Fig. 1: run 1, the metal 2 layer
Scale bar: 50 microns.
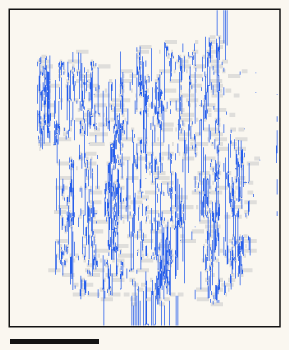
Fig. 2: run 1, routing congestion map
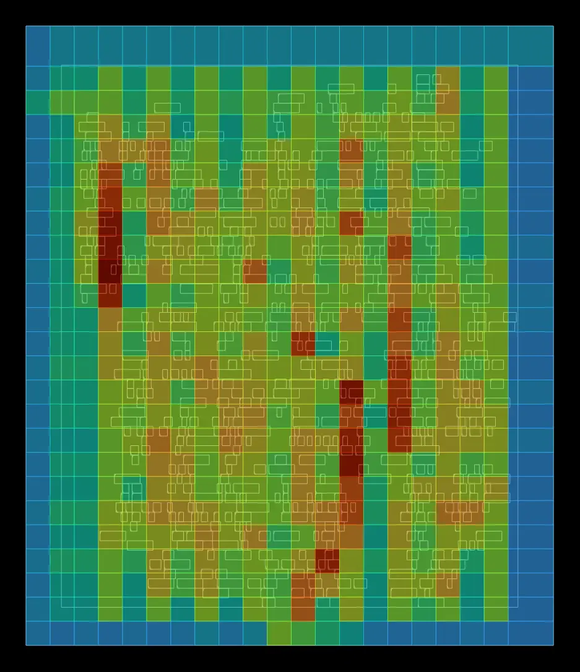
Fig. 3: run 1, metal 4
Scale bar: 50 microns.
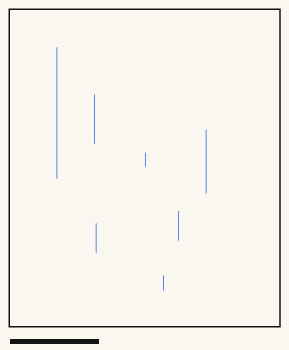
--- src/rtl/servo_pwm_capture.sv ---
// Servo PWM receiver: measures the high time of an incoming pulse train and decodes it back
// to the 8-bit command (width = MIN_PULSE_CYC + value*STEP_CYC), flagging bad pulses and loss.
module servo_pwm_capture #(
    parameter int unsigned MIN_PULSE_CYC = 100000,
    parameter int unsigned STEP_CYC      = 392,
    parameter int unsigned TOL_CYC       = 2000,
    parameter int unsigned MAX_HIGH_CYC  = 300000,
    parameter int unsigned TIMEOUT_CYC   = 3000000
) (
    input  logic        clk,
    input  logic        rst,
    input  logic        pwm_in,
    output logic [7:0]  value,
    output logic        valid,
    output logic        range_err,
    output logic        signal_lost,
    output logic [19:0] width
);

    localparam logic [19:0] MinW     = 20'(MIN_PULSE_CYC);
    localparam logic [19:0] MaxHighW = 20'(MAX_HIGH_CYC);
    localparam logic [19:0] LoBound  =
        20'((MIN_PULSE_CYC > TOL_CYC) ? (MIN_PULSE_CYC - TOL_CYC) : 0);
    localparam logic [19:0] HiBound  = 20'(MIN_PULSE_CYC + 256 * STEP_CYC + TOL_CYC);
    localparam logic [15:0] PrescTop = 16'(STEP_CYC - 1);
    localparam logic [21:0] TimeoutW = 22'(TIMEOUT_CYC);

    typedef enum logic [1:0] {StWaitLow, StWaitRise, StMeasure} state_e;

    state_e      state_q, state_d;
    logic        s1_q, s2_q, s3_q;
    logic [19:0] hcnt_q, hcnt_d;
    logic [15:0] presc_q, presc_d;
    logic [8:0]  quot_q, quot_d;
    logic [8:0]  quot_lat_q, quot_lat_d;
    logic [19:0] width_q, width_d;
    logic        eval_q, eval_d;
    logic        abort_q, abort_d;
    logic [7:0]  value_q, value_d;
    logic        valid_q, valid_d;
    logic        range_err_q, range_err_d;
    logic [21:0] tcnt_q, tcnt_d;
    logic        rise, fall, lost;

    assign rise = s2_q & ~s3_q;
    assign fall = ~s2_q & s3_q;
    assign lost = (tcnt_q >= TimeoutW);

    // Synchronizer resets high so a pin already high at reset never looks like a rise.
    always_ff @(posedge clk) begin
        if (rst) begin
            s1_q <= 1'b1;
            s2_q <= 1'b1;
            s3_q <= 1'b1;
        end else begin
            s1_q <= pwm_in;
            s2_q <= s1_q;
            s3_q <= s2_q;
        end
    end

    always_ff @(posedge clk) begin
        if (rst) begin
            state_q <= StWaitLow;
        end else begin
            state_q <= state_d;
        end
    end

    always_comb begin
        state_d = state_q;
        unique case (state_q)
            StWaitLow:  if (!s2_q) state_d = StWaitRise;
            StWaitRise: if (rise) state_d = StMeasure;
            StMeasure: begin
                if (fall) begin
                    state_d = StWaitRise;
                end else if (hcnt_q >= MaxHighW) begin
                    state_d = StWaitLow;
                end
            end
            default:    state_d = StWaitLow;
        endcase
    end

    always_comb begin
        hcnt_d      = hcnt_q;
        presc_d     = presc_q;
        quot_d      = quot_q;
        quot_lat_d  = quot_lat_q;
        width_d     = width_q;
        eval_d      = 1'b0;
        abort_d     = 1'b0;
        value_d     = value_q;
        valid_d     = 1'b0;
        range_err_d = 1'b0;
        tcnt_d      = rise ? '0 : ((tcnt_q == '1) ? tcnt_q : tcnt_q + 22'd1);

        unique case (state_q)
            StWaitRise: begin
                if (rise) begin
                    hcnt_d  = 20'd1;
                    presc_d = '0;
                    quot_d  = '0;
                end
            end
            StMeasure: begin
                if (fall) begin
                    width_d    = hcnt_q;
                    quot_lat_d = quot_q;
                    eval_d     = 1'b1;
                end else if (hcnt_q >= MaxHighW) begin
                    width_d = MaxHighW;
                    abort_d = 1'b1;
                end else begin
                    hcnt_d = hcnt_q + 20'd1;
                    // quot tracks floor((hcnt - MIN) / STEP) without a divider
                    if (hcnt_q >= MinW) begin
                        if (presc_q == PrescTop) begin
                            presc_d = '0;
                            if (quot_q != '1) quot_d = quot_q + 9'd1;
                        end else begin
                            presc_d = presc_q + 16'd1;
                        end
                    end
                end
            end
            default: ;
        endcase

        // Decode stage runs one cycle after the width is latched.
        if (abort_q) begin
            range_err_d = 1'b1;
        end else if (eval_q) begin
            if (width_q < LoBound || width_q > HiBound) begin
                range_err_d = 1'b1;
            end else if (!lost) begin
                valid_d = 1'b1;
                if (width_q < MinW) begin
                    value_d = '0;
                end else begin
                    value_d = quot_lat_q[8] ? 8'hff : quot_lat_q[7:0];
                end
            end
        end
    end

    always_ff @(posedge clk) begin
        if (rst) begin
            hcnt_q      <= '0;
            presc_q     <= '0;
            quot_q      <= '0;
            quot_lat_q  <= '0;
            width_q     <= '0;
            eval_q      <= 1'b0;
            abort_q     <= 1'b0;
            value_q     <= '0;
            valid_q     <= 1'b0;
            range_err_q <= 1'b0;
            tcnt_q      <= '0;
        end else begin
            hcnt_q      <= hcnt_d;
            presc_q     <= presc_d;
            quot_q      <= quot_d;
            quot_lat_q  <= quot_lat_d;
            width_q     <= width_d;
            eval_q      <= eval_d;
            abort_q     <= abort_d;
            value_q     <= value_d;
            valid_q     <= valid_d;
            range_err_q <= range_err_d;
            tcnt_q      <= tcnt_d;
        end
    end

    assign value       = value_q;
    assign valid       = valid_q;
    assign range_err   = range_err_q;
    assign width       = width_q;
    assign signal_lost = lost;

endmodule

--- config.mk ---
export PLATFORM = sky130hd
export DESIGN_NAME = servo_pwm_capture
export DESIGN_NICKNAME = d
export VERILOG_FILES = /design/src/rtl/servo_pwm_capture.sv
export SDC_FILE = /design/constraint.sdc
export NUM_CORES = 1
export LEC_CHECK = 0
export CELL_PAD_IN_SITES_DETAIL_PLACEMENT = 1
export CELL_PAD_IN_SITES_GLOBAL_PLACEMENT = 1
export CORE_ASPECT_RATIO = 1.2
export CORE_MARGIN = 10
export CORE_UTILIZATION = 25
export DETAILED_ROUTE_END_ITERATION = 6
export HOLD_SLACK_MARGIN = 0.12
export PLACE_DENSITY_LB_ADDON = 0.1
export REMOVE_ABC_BUFFERS = 1
export SETUP_SLACK_MARGIN = 0.2
export SLEW_MARGIN = 30
export SYNTH_ARGS = -nofsm -noshare
export SYNTH_HDL_FRONTEND = slang
export SYNTH_SLANG_ARGS = --single-unit
--- constraint.sdc ---
create_clock -name clk -period 4.8 [get_ports clk]
set_clock_uncertainty 0.15 [all_clocks]
set_input_delay 0.72 -clock clk [delete_from_list [all_inputs] [get_ports clk]]
set_output_delay 0.72 -clock clk [all_outputs]
set_load 0.02 [all_outputs]
==> commit_impl_results.txt, run 1 <==
Update PnR metrics after Yosys + OpenROAD run

- DRT iter0 DRCs: 105
* Total I/O pin count: 34
- Sink of the worst hold path: s2_q
* WP data arrival: 2.38 ns
* Clock root cell: sky130_fd_sc_hd__clkbuf_16
- From the final report, the count of setup violators was given as 0.
- After clock tree synthesis, the flow added hold-fix buffers numbering 0.
- Measured slew at the worst slew-check pin: 0.880 ns
* Core region area: 20,300 sq um
- Flop-to-flop setup slack: 1.82 ns
- Number of antenna violations at the first check in global routing: 0
* Unrepaired setup endpoints after global routing: false
* Number of global-route vias before repair: 4,921
* Min cycle time layout: 3.25 ns
* Kind of launch point of the worst setup path: flop
- Post-route DRC: 0
- In the final design database the tool counted 658 nets.
- Of the combinational cells, the family taking the most area is simple AND/OR/NAND/NOR gates.
- Ratio of final minimum period to clock period: 0.676
- The first global-routing pass estimated 25,700 microns of wire.
* Number of instances in the synthesized netlist: 620
- PostCTS Resize Cnt: 0
- Endpoint type of the worst setup path: output pin
- The worst-case IR drop observed on VDD is 0.220 mV.
* Clock insertion delay at the later pin of the skew report: 0.41 ns
- Post-CTS setup-driven buffer insertion count: 0
* Tool warnings: 29
- Post-synth seq share: 0.440
* Worst min-delay path class: reg2reg
- Post-synthesis sequential element count: 113
- In the final report, the number of hold violations comes to 0.
- Per the synthesis report, the simple-gate share of the synthesized area is 0.270.
- The launch point of the worst min-delay path is recorded as s1_q.
- Outcome: finished, final reports clean
- Number of enable flip-flop cells: 0
* Area figure in the yosys stat output: 5140 sq um
## Picture notes: Fig. 1
553 nets have wire on it. The layer holds 50% of the routed length. The wires run mostly vertical. The longest straight run is 56.1 microns.

## Picture notes: Fig. 2
final cell utilization of the core: 0.310
met1 track utilization from global routing: 0.140
WL/cell: 16.4 microns
busiest grt layer: met2
Tot GR Track Use: 0.119

## Picture notes: Fig. 3
The layer holds 1.2% of the routed length. 4 nets have wire on it.
vias after detailed routing: 4,632
Total Routed Length: 15,200 microns

-- run 1: cells by family (layout without fill, tap and decap cells) --
family,count (synthesis),in the layout
adders and majority gates,7,7
xor gates and xnor gates,16,16
DFF,113,113
and+or+nand+nor,281,281
muxes,12,12
AOI/OAI and AO/OA,153,153
buffers and inverters,38,78
-- run 1: flip-flops by register name, indices dropped and copies added (netlist names), 2 cells and up --
register    count
tcnt_q         22
hcnt_q         20
width          20
presc_q        16
quot_lat_q      9
quot_q          9
value           8
state_q         2
-- run 1: synth_stat cells, types with 3 or more instances --
cell / count
sky130_fd_sc_hd__dfxtp_1: 113
sky130_fd_sc_hd__nor2_1: 71
sky130_fd_sc_hd__nand2_1: 60
sky130_fd_sc_hd__o21ai_0: 47
sky130_fd_sc_hd__a21oi_1: 38
sky130_fd_sc_hd__nand3_1: 30
sky130_fd_sc_hd__nor3_1: 24
sky130_fd_sc_hd__nand4_1: 23
sky130_fd_sc_hd__clkbuf_1: 17
sky130_fd_sc_hd__and3_1: 16
sky130_fd_sc_hd__inv_1: 14
sky130_fd_sc_hd__xor2_1: 14
sky130_fd_sc_hd__nand2b_1: 13
sky130_fd_sc_hd__a22o_1: 12
sky130_fd_sc_hd__mux2i_1: 12
sky130_fd_sc_hd__o31ai_1: 11
sky130_fd_sc_hd__or3_1: 11
sky130_fd_sc_hd__a31oi_1: 10
sky130_fd_sc_hd__and2_1: 9
sky130_fd_sc_hd__ha_1: 7
sky130_fd_sc_hd__buf_2: 6
sky130_fd_sc_hd__nor4_1: 6
sky130_fd_sc_hd__a311oi_1: 5
sky130_fd_sc_hd__or2_2: 5
sky130_fd_sc_hd__a41oi_1: 4
sky130_fd_sc_hd__a211o_1: 3
sky130_fd_sc_hd__and4_1: 3
sky130_fd_sc_hd__nor2b_1: 3
sky130_fd_sc_hd__o41ai_1: 3
-- run 1: cell type report --
type	instances	area (sq um)	area share
Clock buffer	21	460	0.0732
Clock inverter	10	111	0.0177
Inverter	14	52.6	0.00836
Multi-Input combinational cell	469	2750	0.437
Sequential cell	113	2260	0.360
Tap cell	265	332	0.0527
Timing Repair Buffer	33	325	0.0517
-- run 1: worst max-delay path: stages, from the launching register on --
cell,delay [ns]
sky130_fd_sc_hd__dfxtp_1,0.37
sky130_fd_sc_hd__nand2_1,0.12
sky130_fd_sc_hd__o21ai_0,0.24
sky130_fd_sc_hd__nand3_1,0.10
sky130_fd_sc_hd__a21boi_0,0.44
sky130_fd_sc_hd__clkdlybuf4s50_1,0.70
-- run 1: where the power goes --
group	internal [mW]	total (mW)	switching [mW]	leakage, nW
Sequential	0.943	0.947	0.00419	0.911
Combinational	0.0101	0.0365	0.0264	1.00
Clock	0.784	1.22	0.441	0.275
Total	1.74	2.21	0.471	2.19
-- run 1: layer usage --
metal,global-route usage,share of wire
met3,0.0274,0.023
met1,0.140,0.47
met2,0.206,0.50
met5,0,0
met4,0.0422,0.012
-- run 1: per-stage QoR --
step                      hold slack [ns]  power [mW]  utilization  instances
after global placement              0.267        1.00        0.282        894
after floorplan                     0.239       0.987            -        596
after detailed placement            0.247        1.00        0.282        894
after global routing                0.295        2.29        0.310        925
final                               0.271        2.21        0.310        925
after CTS                           0.276        2.25        0.310        925
Fig. 4: run 1, the metal 3 layer
Scale bar: 50 microns.
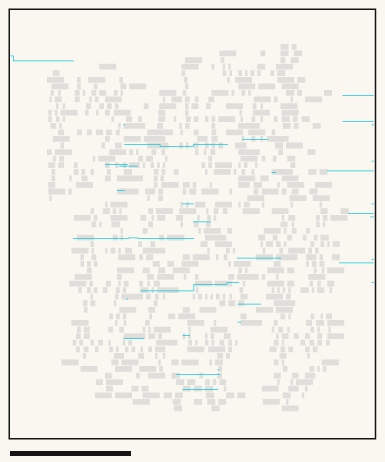

--- run 2 (diff from run 1) ---
clock period = 2.9 ns   (was 4.8 ns; I/O delays follow)
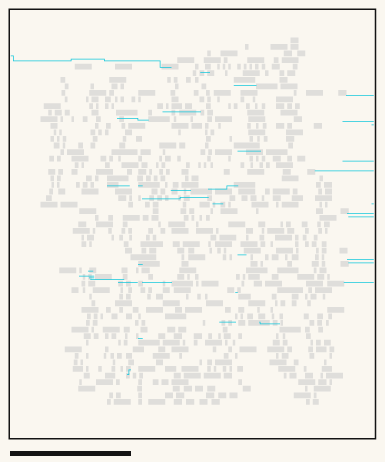
Fig. 5. The metal 3 layer (run 2).
Scale bar: 50 microns.
The longest straight run is 24.2 microns. The layer carries 375 microns of wire. The wires run mostly horizontal. 23 nets have wire on it.

==> run 2 against run 1 <==
Against the previous run:
- first-iteration DRC count up 82%
- power up 77%
- combinational power up 87%
- hold slack worse by 0.077 ns
- sequential cell count unchanged
- non-clock buffer count up 25
- critical endpoint is now quot_q[2]
==> commit_impl_results.txt, run 2 <==
Update PnR metrics after Yosys + OpenROAD run

* Kind of cell adding the most delay to the critical path: AND-OR/OR-AND gates (was buffers and inverters)
- Post-synth seq share: 0.440 (unchanged)
* Tot GR Track Use: 0.125 (was 0.119)
* Ratio of final minimum period to clock period: 0.892
- The pin slew with the least headroom to its limit is 0.772 ns (was 0.880 ns).
- Clock insertion delay at the later pin of the skew report: 0.41 ns (about the same)
- Area figure in the yosys stat output: 5140 sq um (unchanged)
- Endpoint type of the worst setup path: flop (was output pin)
- The cell type with the largest total area after synthesis is sky130_fd_sc_hd__dfxtp_1 (unchanged).
* Max IR drop VDD: 0.417 mV (was 0.220 mV)
- The net count of the finished layout is 683 (was 658).
- The final timing report derives a shortest allowable period of 2.59 ns.
- Delay of the slowest critical-path stage: 0.40 ns (was 0.70 ns)
* Post-route DRC: 0 (unchanged)
- The via count of the first global-routing pass is 5,035 (was 4,921).
- DRT iter0 DRCs: 191 (was 105)
- Biggest register: tcnt_q (unchanged)
- The stage-log warning count was 31 (was 29).
- Most frequent cells in the layout: sky130_fd_sc_hd__dfxtp_1, sky130_fd_sc_hd__nor2_1, sky130_fd_sc_hd__nand2_1 (unchanged)
* Total Routed Length: 15,800 microns (was 15,200 microns)
- Count of endpoints failing hold in the final timing report: 0 (unchanged)
- Final Setup Violations: 0 (unchanged)
- Post-synthesis sequential element count: 113 (unchanged)
- Total Neg Setup Slack: 0 ns (unchanged)
- Kind of launch point of the worst setup path: flop (unchanged)
* Unrepaired setup endpoints after global routing: true (was false)
* Slowest cell on crit path: sky130_fd_sc_hd__a221oi_4 (was sky130_fd_sc_hd__clkdlybuf4s50_1)
- Core region area: 20,300 sq um (unchanged)
* Fraction of layout cells with a size suffix above 1: 0.102 (was 0.0682)
* Total I/O pin count: 34 (unchanged)
* Vias after detailed routing: 4,742 (was 4,632)
- Clock root cell: sky130_fd_sc_hd__clkbuf_16 (unchanged)
* Worst-path cell chain: or2_1 > a211o_1 > a221oi_4 > buf_4 > and2_1 > nand2_1 > o31ai_1 (was nand2_1 > o21ai_0 > nand3_1 > a21boi_0 > clkdlybuf4s50_1)
- Number of buffers and inverters on the critical path: 1 (unchanged)
- Synth top cells by count: sky130_fd_sc_hd__dfxtp_1, sky130_fd_sc_hd__nor2_1, sky130_fd_sc_hd__nand2_1 (unchanged)
- The most common cell in the netlist is sky130_fd_sc_hd__dfxtp_1 (unchanged).
- WL/cell: 16.7 microns (was 16.4 microns)
- The post-synthesis instance area came to 5140 sq um (unchanged).
- The wire length of the first global-routing pass came to 26,900 microns (was 25,700 microns).
* Worst min-delay path class: in2reg (was reg2reg)
- WP data arrival: 2.76 ns (was 2.38 ns)
- The number of antenna violations at the first check in global routing came to 0 (unchanged).
* Outcome: finished, final reports clean (unchanged)
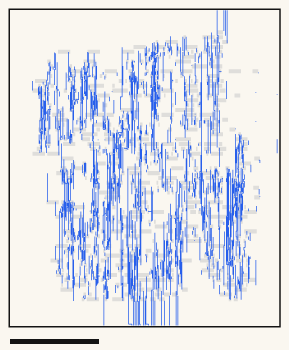
Fig. 6. The metal 2 layer (run 2).
Scale bar: 50 microns.
577 nets have wire on it. The layer carries 7,960 microns of wire.

==> run 2: path summary, 6_finish.rpt <==
kind	end	depth (start not counted)	slack, ns	startpoint
worst max-delay path	quot_q[2]	7	0.31	hcnt_q[13]
worst min-delay path	state_q[1]	2	0.19	rst
worst max register to register	quot_q[2]	7	0.31	hcnt_q[13]
worst min register to register	s2_q	1	0.29	s1_q
==> run 2: per-stage QoR <==
step / instances / hold WS [ns] / power, mW / setup WS (ns) / util
finish: 951 / 0.195 / 3.90 / 0.314 / 0.323
global route: 951 / 0.205 / 4.05 / 0.151 / 0.323
CTS: 949 / 0.176 / 3.96 / 0.198 / 0.322
detailed placement: 917 / 0.247 / 1.67 / 0.103 / 0.290
global placement: 917 / 0.272 / 1.67 / 0.176 / 0.290
floorplan: 596 / 0.239 / 1.63 / 0.456 / -
==> run 2: final cells by class <==
cell class	count	area, sq um	area share
Tap cell	265	332	0.0507
Multi-Input combinational cell	469	2740	0.419
Timing Repair Buffer	58	512	0.0783
Sequential cell	113	2260	0.346
Inverter	14	52.6	0.00804
Clock inverter	10	155	0.0237
Clock buffer	22	484	0.0741
==> run 2: cells by family after synthesis <==
group | share of synthesized area
mux | 0.0234
compound gates | 0.193
simple gates | 0.270
fa+ha+maj | 0.0170
xor+xnor | 0.0273
flops | 0.440
buf+inv | 0.0292
==> run 2: routing by layer <==
| layer | GRT usage | vias up | part of all wire |
|---|---|---|---|
| li1 | - | 2366 | - |
| met1 | 0.149 | 2313 | 0.46 |
| met2 | 0.213 | 49 | 0.50 |
| met3 | 0.0269 | 14 | 0.024 |
| met4 | 0.0470 | 0 | 0.014 |
| met5 | 0 | - | 0 |
==> run 2: power breakdown <==
| part | internal (mW) | switching (mW) | leakage (nW) | total (mW) |
|---|---|---|---|---|
| registers | 1.56 | 0.00691 | 0.911 | 1.57 |
| clock network | 1.52 | 0.741 | 0.312 | 2.26 |
| logic | 0.0210 | 0.0471 | 1.13 | 0.0681 |
==> run 2: worst reg2reg max path: stages, from the launching register on <==
cell,delay (ns)
sky130_fd_sc_hd__dfxtp_1,0.35
sky130_fd_sc_hd__or2_1,0.27
sky130_fd_sc_hd__a211o_1,0.33
sky130_fd_sc_hd__a221oi_4,0.40
sky130_fd_sc_hd__buf_4,0.21
sky130_fd_sc_hd__and2_1,0.36
sky130_fd_sc_hd__nand2_1,0.18
sky130_fd_sc_hd__o31ai_1,0.24
==> run 2: what timing repair did <==
| item | in CTS | in global routing |
|---|---|---|
| buffers inserted | 0 | 2 |
| setup endpoints to repair | 10 | 28 |
| resized | 2 | 1 |
| cloned | 0 | 0 |
| pin swaps | 0 | 1 |
| hold buffers | 0 | 0 |
Power is estimated from default activity; no workload was simulated.
